===== src/rtl/unique_selector_if.sv =====
// unique_selector_if
//   Groups the request/result signals of unique_selector.
//   master : the requester. It drives req and clear, and observes the results.
//   slave  : the selector. It samples req and clear, and drives the results.
//   Signals:
//     req             level request for a new unique hole number
//     clear           start a new round (empties the used-mask)
//     selected_number last committed hole number
//     done            one-cycle pulse; selected_number is valid
//     all_selected    level; every hole has been used this round
//     used_mask       bit i set means hole i is used
interface unique_selector_if;
  logic        req;
  logic        clear;
  logic [3:0]  selected_number;
  logic        done;
  logic        all_selected;
  logic [15:0] used_mask;

  modport master (
    output req, clear,
    input  selected_number, done, all_selected, used_mask
  );

  modport slave (
    input  req, clear,
    output selected_number, done, all_selected, used_mask
  );
endinterface


===== src/rtl/unique_selector.sv =====
// unique_selector
//   Draws hole numbers in 0..NUM_HOLES-1 without repetition within a round.
//   A free-running 16-bit Galois LFSR picks a starting candidate. A linear
//   probe then walks to the next unused hole, one hole per cycle.
//   Parameters:
//     NUM_HOLES  number of selectable holes (8..16)
//     LFSR_SEED  LFSR reset value; a zero seed is replaced by 16'h0001
//   Ports:
//     clk         rising-edge clock
//     rst         synchronous active-high reset
//     entropy_in  (only with UNIQUE_SELECTOR_ENTROPY_EN) XORed into lfsr[15]
//     bus         unique_selector_if.slave: req, clear in; selected_number,
//                 done, all_selected, used_mask out (all registered)
//   Optional feature macro: UNIQUE_SELECTOR_ENTROPY_EN
module unique_selector #(
  parameter int          NUM_HOLES = 16,
  parameter logic [15:0] LFSR_SEED = 16'hACE1
) (
  input logic clk,
  input logic rst,
`ifdef UNIQUE_SELECTOR_ENTROPY_EN
  input logic entropy_in,
`endif
  unique_selector_if.slave bus
);

  // An all-zero Galois LFSR would lock up, so a zero seed becomes 1.
  localparam logic [15:0] SEED_EFF  = (LFSR_SEED == 16'h0000) ? 16'h0001 : LFSR_SEED;
  localparam logic [4:0]  HOLES     = 5'(NUM_HOLES);
  localparam logic [15:0] HOLE_MASK = 16'((32'h1 << NUM_HOLES) - 32'h1);

  typedef enum logic [1:0] {IDLE, DRAW, PROBE, COMMIT} state_t;

  state_t      state_reg;
  logic [15:0] lfsr_reg;
  logic [15:0] lfsr_next;
  logic [3:0]  cand_reg;
  logic [15:0] mask_reg;
  logic [3:0]  sel_reg;
  logic        done_reg;
  logic        all_reg;

  logic [3:0]  draw_cand;
  logic [4:0]  cand_inc;
  logic [3:0]  probe_next;
  logic [15:0] cand_onehot;
  logic [15:0] commit_mask;
  logic        cand_used;

  // Galois LFSR step. With the entropy feature enabled, an external bit
  // perturbs the top bit.
  always_comb begin
    lfsr_next = {1'b0, lfsr_reg[15:1]} ^ (lfsr_reg[0] ? 16'hB400 : 16'h0000);
`ifdef UNIQUE_SELECTOR_ENTROPY_EN
    lfsr_next[15] = lfsr_next[15] ^ entropy_in;
`endif
  end

  // The low nibble is at most 15. NUM_HOLES is at least 8, so a single
  // subtraction folds any out-of-range nibble into range.
  assign draw_cand = ({1'b0, lfsr_reg[3:0]} < HOLES) ?
                     lfsr_reg[3:0] : 4'({1'b0, lfsr_reg[3:0]} - HOLES);

  // Wrap the probe pointer at NUM_HOLES rather than at 16.
  assign cand_inc   = {1'b0, cand_reg} + 5'd1;
  assign probe_next = (cand_inc == HOLES) ? 4'd0 : cand_inc[3:0];

  // One-hot decode of the candidate. It is used both to test the mask and
  // to set the mask bit.
  genvar gi;
  generate
    for (gi = 0; gi < 16; gi = gi + 1) begin : g_onehot
      assign cand_onehot[gi] = (cand_reg == 4'(gi));
    end
  endgenerate

  assign cand_used   = |(cand_onehot & mask_reg);
  assign commit_mask = mask_reg | cand_onehot;

  always_ff @(posedge clk) begin
    if (rst) begin
      state_reg <= IDLE;
      lfsr_reg  <= SEED_EFF;
      cand_reg  <= 4'd0;
      mask_reg  <= 16'h0000;
      sel_reg   <= 4'd0;
      done_reg  <= 1'b0;
      all_reg   <= 1'b0;
    end else begin
      lfsr_reg <= lfsr_next;
      done_reg <= 1'b0;
      if (bus.clear) begin
        // clear takes priority over everything except reset. It aborts any
        // draw in progress and drops a coincident req.
        state_reg <= IDLE;
        mask_reg  <= 16'h0000;
        all_reg   <= 1'b0;
      end else begin
        case (state_reg)
          IDLE: begin
            if (bus.req && !all_reg && !done_reg) begin
              state_reg <= DRAW;
            end
          end
          DRAW: begin
            cand_reg  <= draw_cand;
            state_reg <= PROBE;
          end
          PROBE: begin
            // At least one hole is free whenever a draw starts, so this
            // walk ends within NUM_HOLES cycles.
            if (cand_used) begin
              cand_reg <= probe_next;
            end else begin
              mask_reg  <= commit_mask;
              sel_reg   <= cand_reg;
              done_reg  <= 1'b1;
              all_reg   <= ((commit_mask & HOLE_MASK) == HOLE_MASK);
              state_reg <= COMMIT;
            end
          end
          COMMIT: begin
            // This cycle carries the done pulse. req is not sampled here.
            state_reg <= IDLE;
          end
          default: state_reg <= IDLE;
        endcase
      end
    end
  end

  assign bus.selected_number = sel_reg;
  assign bus.done            = done_reg;
  assign bus.all_selected    = all_reg;
  assign bus.used_mask       = mask_reg & HOLE_MASK;

endmodule


===== src/flat_wrapper.sv =====
// flat-port wrapper written by rule: the top's interface ports become plain ports
module unique_selector_flat 
#(
  parameter int          NUM_HOLES = 16,
  parameter logic [15:0] LFSR_SEED = 16'hACE1
)
  (clk, rst, bus_req, bus_clear, bus_selected_number, bus_done, bus_all_selected, bus_used_mask);
  unique_selector_if bus_i ();
  input logic clk;
  input logic rst;
  input wire logic [$bits(bus_i.req)-1:0] bus_req;
  input wire logic [$bits(bus_i.clear)-1:0] bus_clear;
  output wire logic [$bits(bus_i.selected_number)-1:0] bus_selected_number;
  output wire logic [$bits(bus_i.done)-1:0] bus_done;
  output wire logic [$bits(bus_i.all_selected)-1:0] bus_all_selected;
  output wire logic [$bits(bus_i.used_mask)-1:0] bus_used_mask;
  assign bus_i.req = bus_req;
  assign bus_i.clear = bus_clear;
  assign bus_selected_number = bus_i.selected_number;
  assign bus_done = bus_i.done;
  assign bus_all_selected = bus_i.all_selected;
  assign bus_used_mask = bus_i.used_mask;
  unique_selector #(.NUM_HOLES(NUM_HOLES), .LFSR_SEED(LFSR_SEED)) u_core (.clk(clk), .rst(rst), .bus(bus_i));
endmodule

===== config.mk =====
export PLATFORM = sky130hd
export DESIGN_NAME = unique_selector_flat
export DESIGN_NICKNAME = d
export VERILOG_FILES = /design/src/rtl/unique_selector_if.sv /design/src/rtl/unique_selector.sv /design/src/flat_wrapper.sv
export SDC_FILE = /design/constraint.sdc
export NUM_CORES = 1
export LEC_CHECK = 0
export ABC_AREA = 1
export CAP_MARGIN = 30
export CORE_MARGIN = 1.5
export CORE_UTILIZATION = 47
export CTS_CLUSTER_DIAMETER = 100
export DETAILED_ROUTE_END_ITERATION = 16
export DONT_BUFFER_PORTS = 1
export SLEW_MARGIN = 10
export SYNTH_ARGS = -nofsm -noshare
export SYNTH_HDL_FRONTEND = slang
export SYNTH_SLANG_ARGS = --single-unit

===== constraint.sdc =====
create_clock -name clk -period 2.09 [get_ports clk]
set_input_delay 0.418 -clock clk [delete_from_list [all_inputs] [get_ports clk]]
set_output_delay 0.418 -clock clk [all_outputs]
set_load 0.01 [all_outputs]

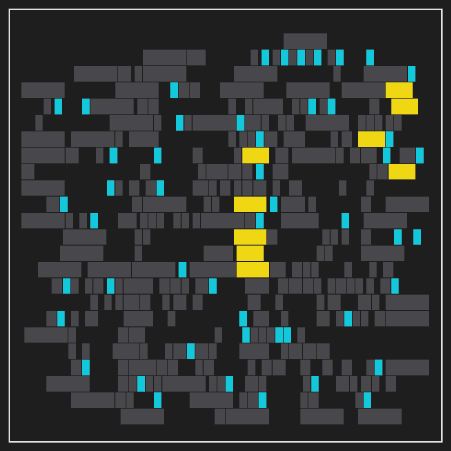
Run 1: gate families picked out
Scale: 6 px per um.
[inv cells] cyan | cells: 50 | most used: inv_1 | where: spread over the die
[fa/ha/maj cells] yellow | cells: 9 | most used: ha_1

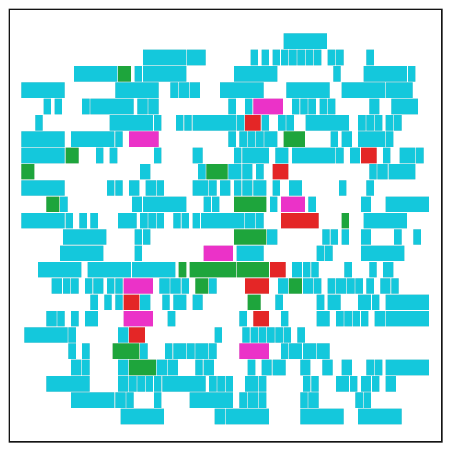
Run 1: cells by drive strength
Scale: 6 px per um.
[x1 and smaller] cyan | cells: 283
[x3 and x4] red | cells: 9
[x2] green | cells: 17
[x6 and larger] magenta | cells: 7

==> flow_summary.toml, run 1 <==
# generated from flow reports
[status]
run_status = "complete, but fails checks"
violations = "design-rule violations"

[sta]
drv_slew = 0
setup_ws_ns = 0.1948
fin_tns_setup_ns = 0
finalHoldViolations = 0
rsz0062_at_grt = "no"
fin_skew_ns = 0.008254
finalCriticalPeriod_ns = 1.895
finalClockPeriodUsage_pct = 90.68

[layout]
final_cells = 368
layout-drive-gt1-share_pct = 10.44
final_area_um2 = 2344
comb_share_pct = 45.17
logic_gates = 207
bufAreaShareNonClock_pct = 2.403
flop-count = 44
nNetsFinal = 328
utilization_pct = 52.73

[clock_tree]
cts_max_path_buffers = 2
cts_sinks = 44
postCtsSetupBuffers = 0
clkTransAtPathRegs_ns = 0.08

[synthesis]
yosys_warnings = 0
synth_nets = 330
adder_share_pct = 5.056
most_common_cell = "nand2_1"
avgSynthCellArea_um2 = 7.026
yosysSeqAreaShare_pct = 39.55

[critical_path]
reg2reg_to = "u_core.cand_reg[2]"
cp-startpoint = "u_core.cand_reg[0]"
cp-start-kind = "register"
cp.required_ns = 2.28
crit_path_max_fanout = 7
cpMostUsedCell = "nand2_1"

[power_and_ir_drop]
finalPower_mw = 1.646
p_leak_nw = 1.076
pg_clk_mw = 0.559
comb_power_mw = 0.191

[global_route]
globalRouteMet3Util_pct = 4.923
grt_max_degree = 20

[place]
gp_congestion = 0.8261
place_ws_ns = 0.02449
place_area_um2 = 2230

[drt]
route.met3.wl_um = 190
wl_met2_um = 1949
route.detailed.drc = 3

[floorplanning]
die_area_um2 = 5160
taps = 52

[flow_run]
maxCapViolations = 0
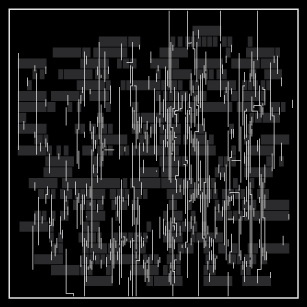
Run 1: M2 wires
Scale: 4 px per um. Cells faint in the background.
nets with wire on the layer: 242
main direction: vertical
wire length on this layer: 1,950 um
longest straight run: 24.5 um
share of all routed wire: 43%
vias after detailed routing: 1,854
met2 usage: 29.63%
wirelength, routed: 4563 um

==> inputs of run 2 (changes only) <==
Settings changed: HOLD_SLACK_MARGIN from default to 0.12, SLEW_MARGIN 10 to 20.
==> run 2 against run 1 <==
  * The flow still finishes with violations (design-rule violations)
  * Sequential share of layout area stayed put
  * First-iteration DRC count unchanged
  * Synthesized cell count stayed put
  * Worst setup slack unchanged
  * Critical path depth is the same
  * Fmax unchanged
  * Die area is the same
  * Utilization stayed put
  * Sequential power hardly changed
==> flow_summary.toml, run 2 <==
# generated from flow reports
[power_and_ir_drop]
p_leak_nw = 1.076
finalPower_mw = 1.646
pg_clk_mw = 0.559

[synthesis]
adder_share_pct = 5.056
yosys_warnings = 0
topCombFamilyByArea = "simple AND/OR/NAND/NOR gates"
avgSynthCellArea_um2 = 7.026
most_common_cell = "nand2_1"
synth_nets = 330
yosysSeqAreaShare_pct = 39.55

[layout]
lay_top_count = "nand2_1"
logic_gates = 207
flop-count = 44
bufAreaShareNonClock_pct = 2.403
final_cells = 368

[drt]
route.met3.wl_um = 190
route.detailed.drc = 3
vias = 1854
wl_met2_um = 1949

[place]
place_ws_ns = 0.02449
gp_congestion = 0.8261

[sta]
setup_viol = 0
rsz0062_at_grt = "no"
fin_skew_ns = 0.008254
finalHoldViolations = 0
drv_slew = 0
fin_tns_setup_ns = 0
finalCriticalPeriod_ns = 1.895
finalClockPeriodUsage_pct = 90.68

[clock_tree]
htree_levels = 2
clkTransAtPathRegs_ns = 0.08
cts_max_path_buffers = 2
cts_sinks = 44

[global_route]
grt_use_met2_pct = 29.63
grt_max_degree = 20

[critical_path]
cp-startpoint = "u_core.cand_reg[0]"
reg2reg_to = "u_core.cand_reg[2]"
crit_path_max_fanout = 7
cp.required_ns = 2.28
cp-start-kind = "register"
cpMostUsedCell = "nand2_1"

[status]
run_status = "complete, but fails checks"
violations = "design-rule violations"

[floorplanning]
taps = 52
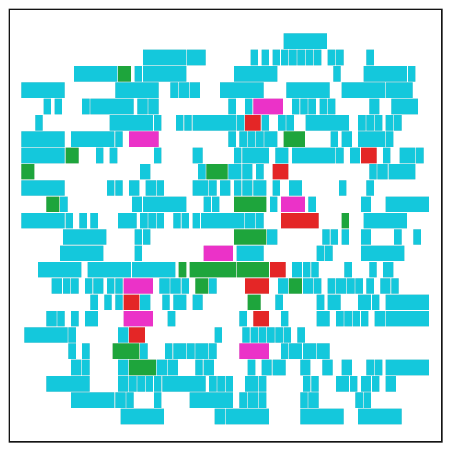
Run 2: cells by drive strength
Scale: 6 px per um.
[x2] green | cells: 17
[x1 and smaller] cyan | cells: 283
[x3 and x4] red | cells: 9
[x6 and larger] magenta | cells: 7
nonclk buf count: 7
fin worst setup slack: 0.1948 ns
fin area: 2344 um^2

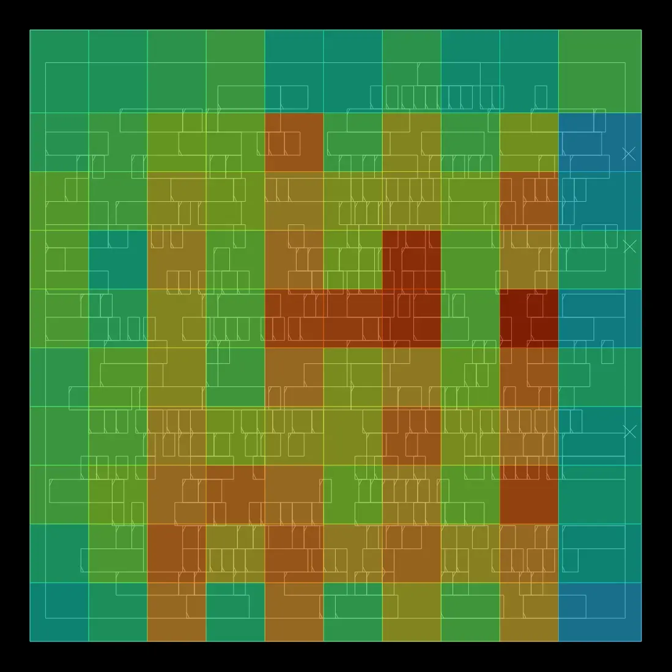
Run 2: congestion heat map
post-layout util: 52.73%
met1 usage: 28.08%

Run 2, M2 wires:
Scale: 4 px per um. Cells faint in the background.
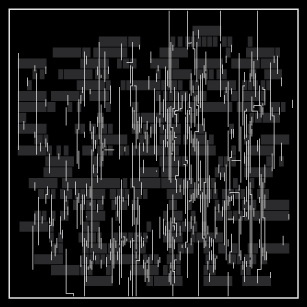

==> inputs of run 3 (changes only) <==
Clock period 2.09 ns to 1.98 ns, I/O delays scaled along.
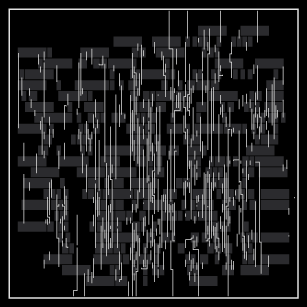
Run 3: M2 wires
Scale: 4 px per um. Cells faint in the background.
main direction: vertical
share of all routed wire: 42%
wire length on this layer: 1,910 um
nets with wire on the layer: 235

==> run 3 against run 2 <==
  * Clock power shrank 2%
  * Global-route usage shrank 0.33 points
  * Cell count grew 1.6%
  * The run still ends with design-rule violations left
  * Wire length shrank 0.20%
  * First-iteration DRC count shrank 15%
  * Highest routed layer unchanged
==> flow_summary.toml, run 3 <==
# generated from flow reports
[sta]
finalCriticalPeriod_ns = 1.814
setup_viol = 0
setup_ws_ns = 0.1665
fin_tns_setup_ns = 0
fin_skew_ns = 0.006347
finalHoldViolations = 0
rsz0062_at_grt = "yes"
drv_slew = 0
finalClockPeriodUsage_pct = 91.59

[layout]
nNonClkBuffers = 13
comb_share_pct = 44.45
nNetsFinal = 334
layout-drive-gt1-share_pct = 13.35
logic_gates = 207
lay_top_count = "nand2_1"
final_area_um2 = 2379

[place]
place_area_um2 = 2275
place_ws_ns = 0.04491
gp_congestion = 0.8836

[clock_tree]
htree_levels = 2
cts_max_path_buffers = 2
clkTransAtPathRegs_ns = 0.08
postCtsSetupBuffers = 0

[critical_path]
reg2reg_to = "u_core.bus.used_mask[4]"
crit_path_max_fanout = 13
cp-startpoint = "u_core.cand_reg[1]"

[synthesis]
synth_nets = 330
topCombFamilyByArea = "simple AND/OR/NAND/NOR gates"
avgSynthCellArea_um2 = 7.026
yosysSeqAreaShare_pct = 39.55
adder_share_pct = 5.056
most_common_cell = "nand2_1"
yosys_warnings = 0

[global_route]
use_met1_pct = 28.36
grt_max_degree = 20
grt_use_met2_pct = 27.98

[drt]
vias = 1830
route.detailed.drc = 2
wl_um = 4554
route.met3.wl_um = 211
wl_met2_um = 1906

[status]
violations = "design-rule violations"
run_status = "complete, but fails checks"

[floorplanning]
rows = 24
taps = 52

[power_and_ir_drop]
finalPower_mw = 1.702
pg_clk_mw = 0.546

[flow_run]
maxCapViolations = 0
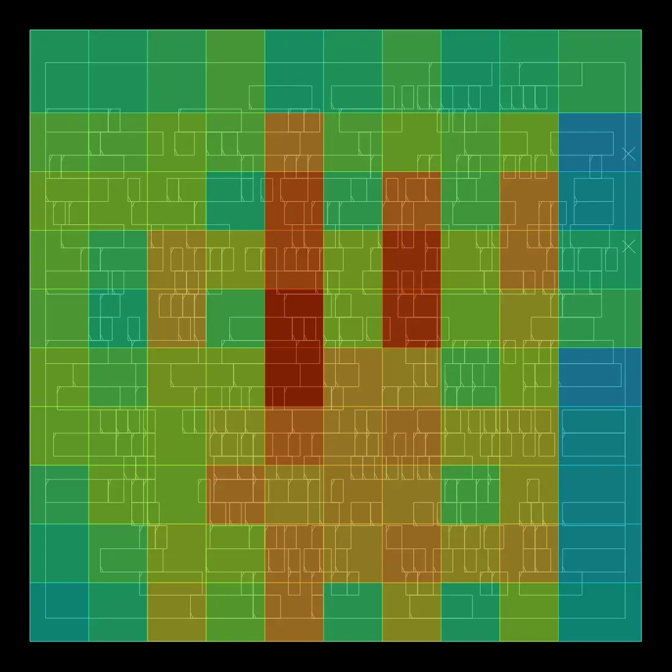
Run 3: congestion heat map
Top Usage Layer GRT: met1
Total GRT Usage: 19.69%
WL per Instance: 12.18 um
post-layout util: 53.52%
GR Layer Usage met3: 5.485%

Power figures rest on the tool's default switching activity, not on a simulated workload.
